**Run 1: ports around the boundary**

Drawn at 6 px/um. Pins as bars across the die edge, other pins in gray.
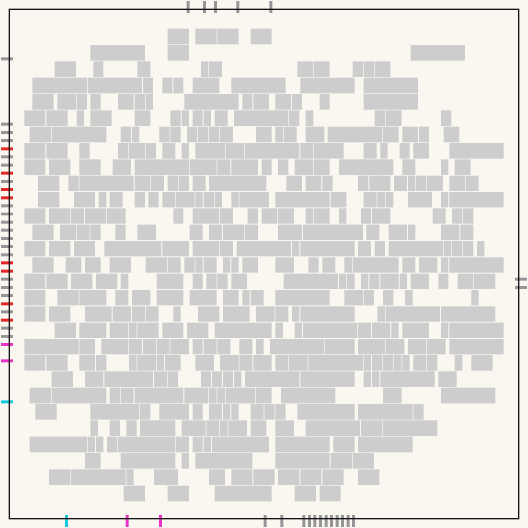
**Run 1: nets reached from selected ports**

Drawn at 3 px/um.
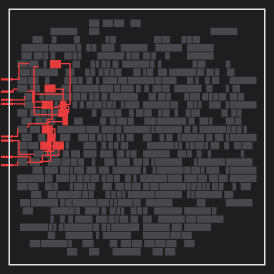
**Run 1: placed standard cells**

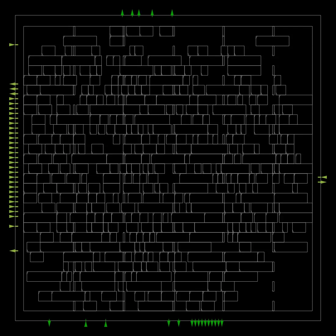
## src/rtl/tlc_pkg.sv

```systemverilog
// Shared phase encoding, default phase durations and duration helpers for the
// traffic phase sequencer.
package tlc_pkg;

    typedef enum logic [1:0] {
        PH_GREEN   = 2'd0,
        PH_YELLOW  = 2'd1,
        PH_ALL_RED = 2'd2,
        PH_PREEMPT = 2'd3
    } phase_e;

    localparam logic [1:0] ST_GREEN   = PH_GREEN;
    localparam logic [1:0] ST_YELLOW  = PH_YELLOW;
    localparam logic [1:0] ST_ALL_RED = PH_ALL_RED;
    localparam logic [1:0] ST_PREEMPT = PH_PREEMPT;

    localparam logic [7:0] DEFAULT_GREEN_SEC  = 8'd30;
    localparam logic [7:0] DEFAULT_YELLOW_SEC = 8'd4;
    localparam logic [7:0] DEFAULT_RED_SEC    = 8'd2;

    // A zero duration would never expire cleanly, so it is stretched to 1 s.
    function automatic logic [7:0] phase_load(input logic [7:0] dur);
        return (dur == 8'd0) ? 8'd1 : dur;
    endfunction

endpackage

```

## src/rtl/tlc_tick_gen.sv

```systemverilog
// One-second tick prescaler; restart realigns the second to the current cycle
// so a freshly entered phase always gets a full first second.
module tlc_tick_gen #(
    parameter int CLK_FREQ = 100_000_000,
    localparam int CNT_W = (CLK_FREQ > 1) ? $clog2(CLK_FREQ) : 1
) (
    input  logic clk,
    input  logic rst,
    input  logic restart,
    output logic tick
);

    localparam logic [CNT_W-1:0] LAST = CNT_W'(CLK_FREQ - 1);

    logic [CNT_W-1:0] count_reg;

    assign tick = (count_reg == LAST);

    always_ff @(posedge clk or posedge rst) begin
        if (rst) begin
            count_reg <= '0;
        end else if (restart || tick) begin
            count_reg <= '0;
        end else begin
            count_reg <= count_reg + CNT_W'(1);
        end
    end

endmodule

```

## src/rtl/traffic_phase_sequencer.sv

```systemverilog
// Round-robin traffic light phase sequencer with sticky per-direction demand.
// Define TLC_PREEMPT_EN to add the emergency preemption port pair and state.
module traffic_phase_sequencer
    import tlc_pkg::*;
#(
    parameter int NUM_DIR  = 4,
    parameter int CLK_FREQ = 100_000_000,
    localparam int DIR_W   = (NUM_DIR > 1) ? $clog2(NUM_DIR) : 1
) (
    input  logic               clk,
    input  logic               rst,
    input  logic [7:0]         green_duration,
    input  logic [7:0]         yellow_duration,
    input  logic [7:0]         red_holding,
    input  logic [NUM_DIR-1:0] demand,
`ifdef TLC_PREEMPT_EN
    input  logic               preempt,
    input  logic [DIR_W-1:0]   preempt_dir,
`endif
    output logic [NUM_DIR-1:0] red,
    output logic [NUM_DIR-1:0] yellow,
    output logic [NUM_DIR-1:0] green,
    output logic [DIR_W-1:0]   active_direction,
    output logic [7:0]         countdown_sec,
    output logic               phase_done
);

    logic [1:0]         state_reg, state_next;
    logic [DIR_W-1:0]   active_reg, active_next;
    logic [7:0]         countdown_reg, countdown_next;
    logic [NUM_DIR-1:0] pending_reg, pending_next;
    logic [NUM_DIR-1:0] red_reg, yellow_reg, green_reg;
    logic [NUM_DIR-1:0] red_next, yellow_next, green_next;
    logic               phase_done_reg;
    logic [NUM_DIR-1:0] active_mask, next_mask, rr_mask, pend_eff;
    logic [DIR_W-1:0]   rr_dir;
    logic               tick, enter;

    function automatic logic [DIR_W-1:0] dir_add(input logic [DIR_W-1:0] base, input int k);
        int s;
        s = int'(base) + k;
        if (s >= NUM_DIR) s = s - NUM_DIR;
        return DIR_W'(s);
    endfunction

    tlc_tick_gen #(.CLK_FREQ(CLK_FREQ)) u_tick_gen (
        .clk     (clk),
        .rst     (rst),
        .restart (enter),
        .tick    (tick)
    );

    // Effective pending includes this cycle's demand, so a pulse coinciding
    // with an expiry tick still steers that tick's decision.
    always_comb begin
        active_mask = '0;
        active_mask[active_reg] = 1'b1;
        pend_eff = pending_reg | demand;
        if (state_reg == ST_GREEN || state_reg == ST_PREEMPT) begin
            pend_eff = pend_eff & ~active_mask;
        end
        rr_dir = dir_add(active_reg, 1);
        for (int k = NUM_DIR; k >= 1; k--) begin
            if (pend_eff[dir_add(active_reg, k)]) rr_dir = dir_add(active_reg, k);
        end
        rr_mask = '0;
        rr_mask[rr_dir] = 1'b1;
    end

    always_comb begin
        state_next     = state_reg;
        active_next    = active_reg;
        countdown_next = countdown_reg;
        pending_next   = pend_eff;
        enter          = 1'b0;
        case (state_reg)
            ST_GREEN: begin
`ifdef TLC_PREEMPT_EN
                if (preempt) begin
                    enter = 1'b1;
                    if (preempt_dir == active_reg) begin
                        state_next     = ST_PREEMPT;
                        countdown_next = 8'd0;
                    end else begin
                        state_next     = ST_YELLOW;
                        countdown_next = phase_load(yellow_duration);
                    end
                end else
`endif
                if (tick) begin
                    if (countdown_reg > 8'd1) begin
                        countdown_next = countdown_reg - 8'd1;
                    end else if (|pend_eff) begin
                        enter          = 1'b1;
                        state_next     = ST_YELLOW;
                        countdown_next = phase_load(yellow_duration);
                    end else begin
                        enter          = 1'b1;
                        countdown_next = phase_load(green_duration);
                    end
                end
            end
            ST_YELLOW: begin
                if (tick) begin
                    if (countdown_reg > 8'd1) begin
                        countdown_next = countdown_reg - 8'd1;
                    end else begin
                        enter          = 1'b1;
                        state_next     = ST_ALL_RED;
                        countdown_next = phase_load(red_holding);
                    end
                end
            end
            ST_ALL_RED: begin
                if (tick) begin
                    if (countdown_reg > 8'd1) begin
                        countdown_next = countdown_reg - 8'd1;
                    end else begin
                        enter = 1'b1;
`ifdef TLC_PREEMPT_EN
                        if (preempt) begin
                            state_next     = ST_PREEMPT;
                            active_next    = preempt_dir;
                            countdown_next = 8'd0;
                        end else
`endif
                        begin
                            state_next     = ST_GREEN;
                            active_next    = rr_dir;
                            countdown_next = phase_load(green_duration);
                            pending_next   = pend_eff & ~rr_mask;
                        end
                    end
                end
            end
`ifdef TLC_PREEMPT_EN
            ST_PREEMPT: begin
                if (!preempt) begin
                    enter          = 1'b1;
                    state_next     = ST_YELLOW;
                    countdown_next = phase_load(yellow_duration);
                end
            end
`endif
            default: begin
                enter          = 1'b1;
                state_next     = ST_ALL_RED;
                countdown_next = 8'd1;
            end
        endcase
    end

    // Lamps are derived from the next state so they register alongside it.
    always_comb begin
        next_mask = '0;
        next_mask[active_next] = 1'b1;
        red_next    = ~next_mask;
        yellow_next = '0;
        green_next  = '0;
        case (state_next)
            ST_GREEN, ST_PREEMPT: green_next  = next_mask;
            ST_YELLOW:            yellow_next = next_mask;
            default:              red_next    = '1;
        endcase
    end

    always_ff @(posedge clk or posedge rst) begin
        if (rst) begin
            state_reg      <= ST_ALL_RED;
            active_reg     <= DIR_W'(NUM_DIR - 1);
            countdown_reg  <= 8'd1;
            pending_reg    <= '0;
            red_reg        <= '1;
            yellow_reg     <= '0;
            green_reg      <= '0;
            phase_done_reg <= 1'b0;
        end else begin
            state_reg      <= state_next;
            active_reg     <= active_next;
            countdown_reg  <= countdown_next;
            pending_reg    <= pending_next;
            red_reg        <= red_next;
            yellow_reg     <= yellow_next;
            green_reg      <= green_next;
            phase_done_reg <= enter;
        end
    end

    assign red              = red_reg;
    assign yellow           = yellow_reg;
    assign green            = green_reg;
    assign active_direction = active_reg;
    assign countdown_sec    = countdown_reg;
    assign phase_done       = phase_done_reg;

endmodule

```

## config.mk

```make
export PLATFORM = sky130hd
export DESIGN_NAME = traffic_phase_sequencer
export DESIGN_NICKNAME = d
export VERILOG_FILES = /design/src/rtl/tlc_pkg.sv /design/src/rtl/tlc_tick_gen.sv /design/src/rtl/traffic_phase_sequencer.sv
export SDC_FILE = /design/constraint.sdc
export NUM_CORES = 1
export LEC_CHECK = 0
export CORE_MARGIN = 2
export CORE_UTILIZATION = 55
export DETAILED_ROUTE_END_ITERATION = 12
export PLACE_DENSITY = 0.91
export SLEW_MARGIN = 25
export SYNTH_ARGS = -nofsm -noshare
export SYNTH_HDL_FRONTEND = slang
export SYNTH_HIERARCHICAL = 1
export SYNTH_SLANG_ARGS = --single-unit
export TNS_END_PERCENT = 100
```

## constraint.sdc

```tcl
create_clock -name clk -period 3.7 [get_ports clk]
set_clock_uncertainty 0.05 [all_clocks]
set_input_delay 0.555 -clock clk [delete_from_list [all_inputs] [get_ports clk]]
set_output_delay 0.555 -clock clk [all_outputs]
set_load 0.02 [all_outputs]
```

==> impl_metrics.json, run 1 <==
{
  "vias": 3259,
  "r2r_slack_ns": 0.27,
  "yosysTopAreaCellShare_pct": 33.6,
  "synth_compound_gate_area_share_pct": 21.7,
  "timing.max_cap.violations": 0,
  "layout.area.top_class": "combinational gates",
  "area.combinational_um2": 2000,
  "cp_data_required_time_ns": 3.86,
  "netlist_top_cells_count": "48 x sky130_fd_sc_hd__dfrtp_1, 31 x sky130_fd_sc_hd__a21oi_1, 27 x sky130_fd_sc_hd__nor2_1, 20 x sky130_fd_sc_hd__inv_1",
  "setup_total_negative_slack_ns": 0,
  "power.share.switching_pct": 23.7,
  "synthesis.area_um2": 3580,
  "timing.rr.start": "u_tick_gen/count_reg[0]$_DFF_PP0_",
  "most-common-layout-cells": "52 x sky130_fd_sc_hd__clkdlybuf4s50_1, 48 x sky130_fd_sc_hd__dfrtp_1, 31 x sky130_fd_sc_hd__a21oi_1, 27 x sky130_fd_sc_hd__nor2_1",
  "power.combinational.total_uw": 54.9,
  "min_from": "u_tick_gen/count_reg[0]$_DFF_PP0_",
  "synthesis.nets": 421,
  "path_max_fanout": 5,
  "status": "complete, no violations",
  "pwr-share-seq_pct": 59.8,
  "finalInstanceArea_um2": 4230,
  "non_cts_buffers": 56,
  "cp-startpoint": "u_tick_gen/count_reg[0]$_DFF_PP0_",
  "drt.antenna.violating_nets": 0,
  "grt_overflow": 0,
  "cts-resized-gates": 0,
  "hold_class": "flop to flop",
  "grt_antenna_before_repair": 0,
  "synthAdderAreaFrac_pct": 4.90,
  "grt_pass1_wl_mm": 14.5,
  "drive_gt1_share_pct": 11.7,
  "synth_cells": 377,
  "timing.hold.worst_endpoint": "u_tick_gen/count_reg[0]$_DFF_PP0_",
  "dr.first_iter.drc_count": 250,
  "detail_route.wirelength_mm": 8.69,
  "vdd.ir_drop.worst_mv": 0.176,
  "rr_worst_depth": 11,
  "ys.flop_type": "sky130_fd_sc_hd__dfrtp_1",
  "power.density_nw_per_um2": 242
}
-- 'ports around the boundary' (at the start) --
port	color	pins	direction	edge
red_holding	red	8	input	west
demand	magenta	4	input	2 west, 2 south
active_direction	cyan	2	output	1 west, 1 south
die boundary width: 84.7 um
quantity of I/O buffers inserted on ports: 52

-- 'nets reached from selected ports' (at the start) --
port	color	bits	direction	edge	end cells	buffers	wire
red_holding	red	8	input	west	10	8	222 um
I/O pin count: 53

-- 'placed standard cells' (at the start) --
Non-Filler Instances: 504
Layout Utilization: 67.1%
number of fill cells: 492
n_taps: 77

[run 1: worst max-delay path, stage by stage (launching register included)]
cell                      delay (ns)
sky130_fd_sc_hd__dfrtp_1        0.44
sky130_fd_sc_hd__ha_1           0.28
sky130_fd_sc_hd__nand2_1        0.15
sky130_fd_sc_hd__or3_1          0.41
sky130_fd_sc_hd__nor4_1         0.46
sky130_fd_sc_hd__and2_1         0.24
sky130_fd_sc_hd__a21oi_1        0.07
sky130_fd_sc_hd__or4_1          0.43
sky130_fd_sc_hd__inv_1          0.12
sky130_fd_sc_hd__ha_1           0.22
sky130_fd_sc_hd__inv_1          0.11
sky130_fd_sc_hd__o32ai_1        0.33
[run 1: metal layers]
layer / part of all wire (%) / wire length [um]
met5: 0 / 0
met2: 51 / 4410
met1: 42 / 3650
met4: 1.8 / 157
met3: 5.5 / 477
**Run 1: sizing map**

Drawn at 6 px/um.
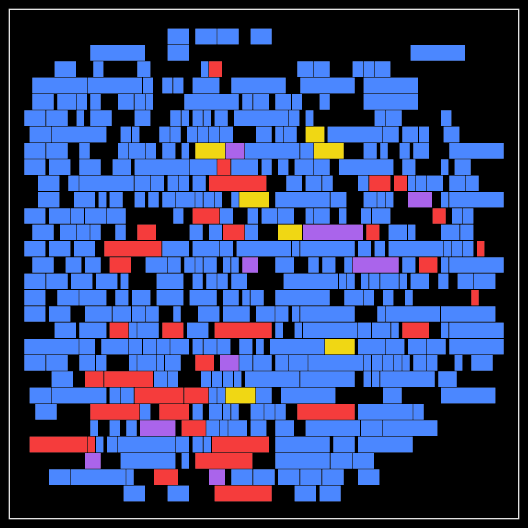

==> inputs of run 2 (changes only) <==
==> constraint.sdc (replaced) <==
create_clock -name clk -period 3.8 [get_ports clk]
set_clock_uncertainty 0.05 [all_clocks]
set_input_delay 0.57 -clock clk [delete_from_list [all_inputs] [get_ports clk]]
set_output_delay 0.57 -clock clk [all_outputs]
set_load 0.02 [all_outputs]
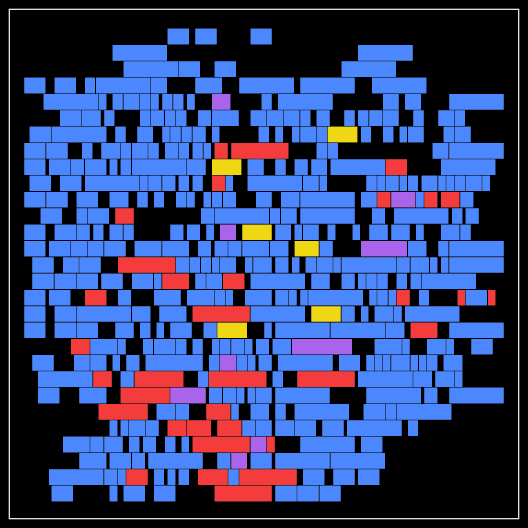
**Above:** run 2 (sizing map).
Drawn at 6 px/um.
size	color	cells	most used
drive 1 or less	blue	378	clkdlybuf4s50_1
drive 2	red	34	dfstp_2
drive 3 to 4	purple	9	buf_4
drive 6 and up	yellow	6	clkbuf_8
relative area change from synthesis to final layout: 18.1%
post-route design area: 4230 um^2
Non-CTS buffers: 56
min setup slack post-route: 0.326 ns

==> run 2 against run 1 <==
  * Via count is 0.40% lower
  * Register-to-register slack gained 0.06 ns
  * Core utilization decreased by 0.099 points
  * Power down 3.8%
  * Sequential share of layout area barely moved
  * Hold slack got worse by 0.0027 ns
  * Clock power down 5.6%
  * Critical path type unchanged
==> impl_metrics.json, run 2 <==
{
  "synthesis.area_um2": 3580,
  "yosys_area_um2": 3580,
  "met3_wirelength_um": 447,
  "rr_worst_depth": 11,
  "grt_overflow": 0,
  "power.combinational.total_uw": 52.9,
  "post_synth_main_area_contributors": "sky130_fd_sc_hd__dfrtp_1 34%, sky130_fd_sc_hd__dfstp_2 5.9%, sky130_fd_sc_hd__ha_1 4.9%",
  "ys.flop_type": "sky130_fd_sc_hd__dfrtp_1",
  "top_level_ports": 53,
  "buffer_ports.inserted": 52,
  "cp-startpoint": "u_tick_gen/count_reg[0]$_DFF_PP0_",
  "synthesis.nets": 421,
  "p_comb_share_pct": 5.4,
  "pwr-share-seq_pct": 60.5,
  "timing.hold.worst_endpoint": "u_tick_gen/count_reg[0]$_DFF_PP0_",
  "grt_pass1_wl_mm": 14.6,
  "initial_core_util_pct": 56.7,
  "vias": 3246,
  "path_buffers": 1,
  "most-common-layout-cells": "52 x sky130_fd_sc_hd__clkdlybuf4s50_1, 48 x sky130_fd_sc_hd__dfrtp_1, 31 x sky130_fd_sc_hd__a21oi_1, 27 x sky130_fd_sc_hd__nor2_1",
  "r2r_slack_ns": 0.33,
  "synthAdderAreaFrac_pct": 4.90,
  "timing.max_cap.violations": 0,
  "netlist_top_cells_count": "48 x sky130_fd_sc_hd__dfrtp_1, 31 x sky130_fd_sc_hd__a21oi_1, 27 x sky130_fd_sc_hd__nor2_1, 20 x sky130_fd_sc_hd__inv_1",
  "detail_route.wirelength_mm": 8.56,
  "slowest_cell_on_crit_path": "sky130_fd_sc_hd__nor4_1",
  "power.share.switching_pct": 23.1,
  "cpPeakStageDelay_ns": 0.45,
  "cp_data_required_time_ns": 4.01,
  "synth_compound_gate_area_share_pct": 21.7,
  "crit_cells": 11,
  "status": "complete, no violations",
  "ys_seq_share_pct": 39.4,
  "hold_class": "flop to flop",
  "timing.rr.start": "u_tick_gen/count_reg[0]$_DFF_PP0_",
  "setup_total_negative_slack_ns": 0,
  "power.density_nw_per_um2": 233,
  "cell_family_contributing_the_most_delay_on_the_critical_path": "simple AND/OR/NAND/NOR gates",
  "vdd.ir_drop.worst_mv": 0.208,
  "drt.antenna.violating_nets": 0,
  "cts-resized-gates": 0,
  "std_cell_rows": 29,
  "met2WireLength_mm": 4.29,
  "drt-met1-wl_mm": 3.66
}
run 2: cell type report:
cell class,instances,area [um^2]
tap,77,96.3
multi-input combinational,286,2000
inverter,21,78.8
fill,503,2090
clock buffer,6,72.6
timing repair buffer,56,554
sequential,56,1410
clock inverter,2,16.3
run 2: metrics by stage:
step           instance area (um^2)  std cells  power (mW)  utilization (%)  hold WS [ns]
3_5_place_dp                   4140        496       0.660             65.6         0.478
3_3_place_gp                   4130        495       0.660             65.4         0.439
4_1_cts                        4230        504       0.991             67.0         0.491
2_1_floorplan                  3580        377       0.620                -         0.421
5_1_grt                        4230        504        1.02             67.0         0.519
6_report                       4230        504       0.986             67.0         0.491
Power figures rest on the tool's default switching activity, not on a simulated workload.
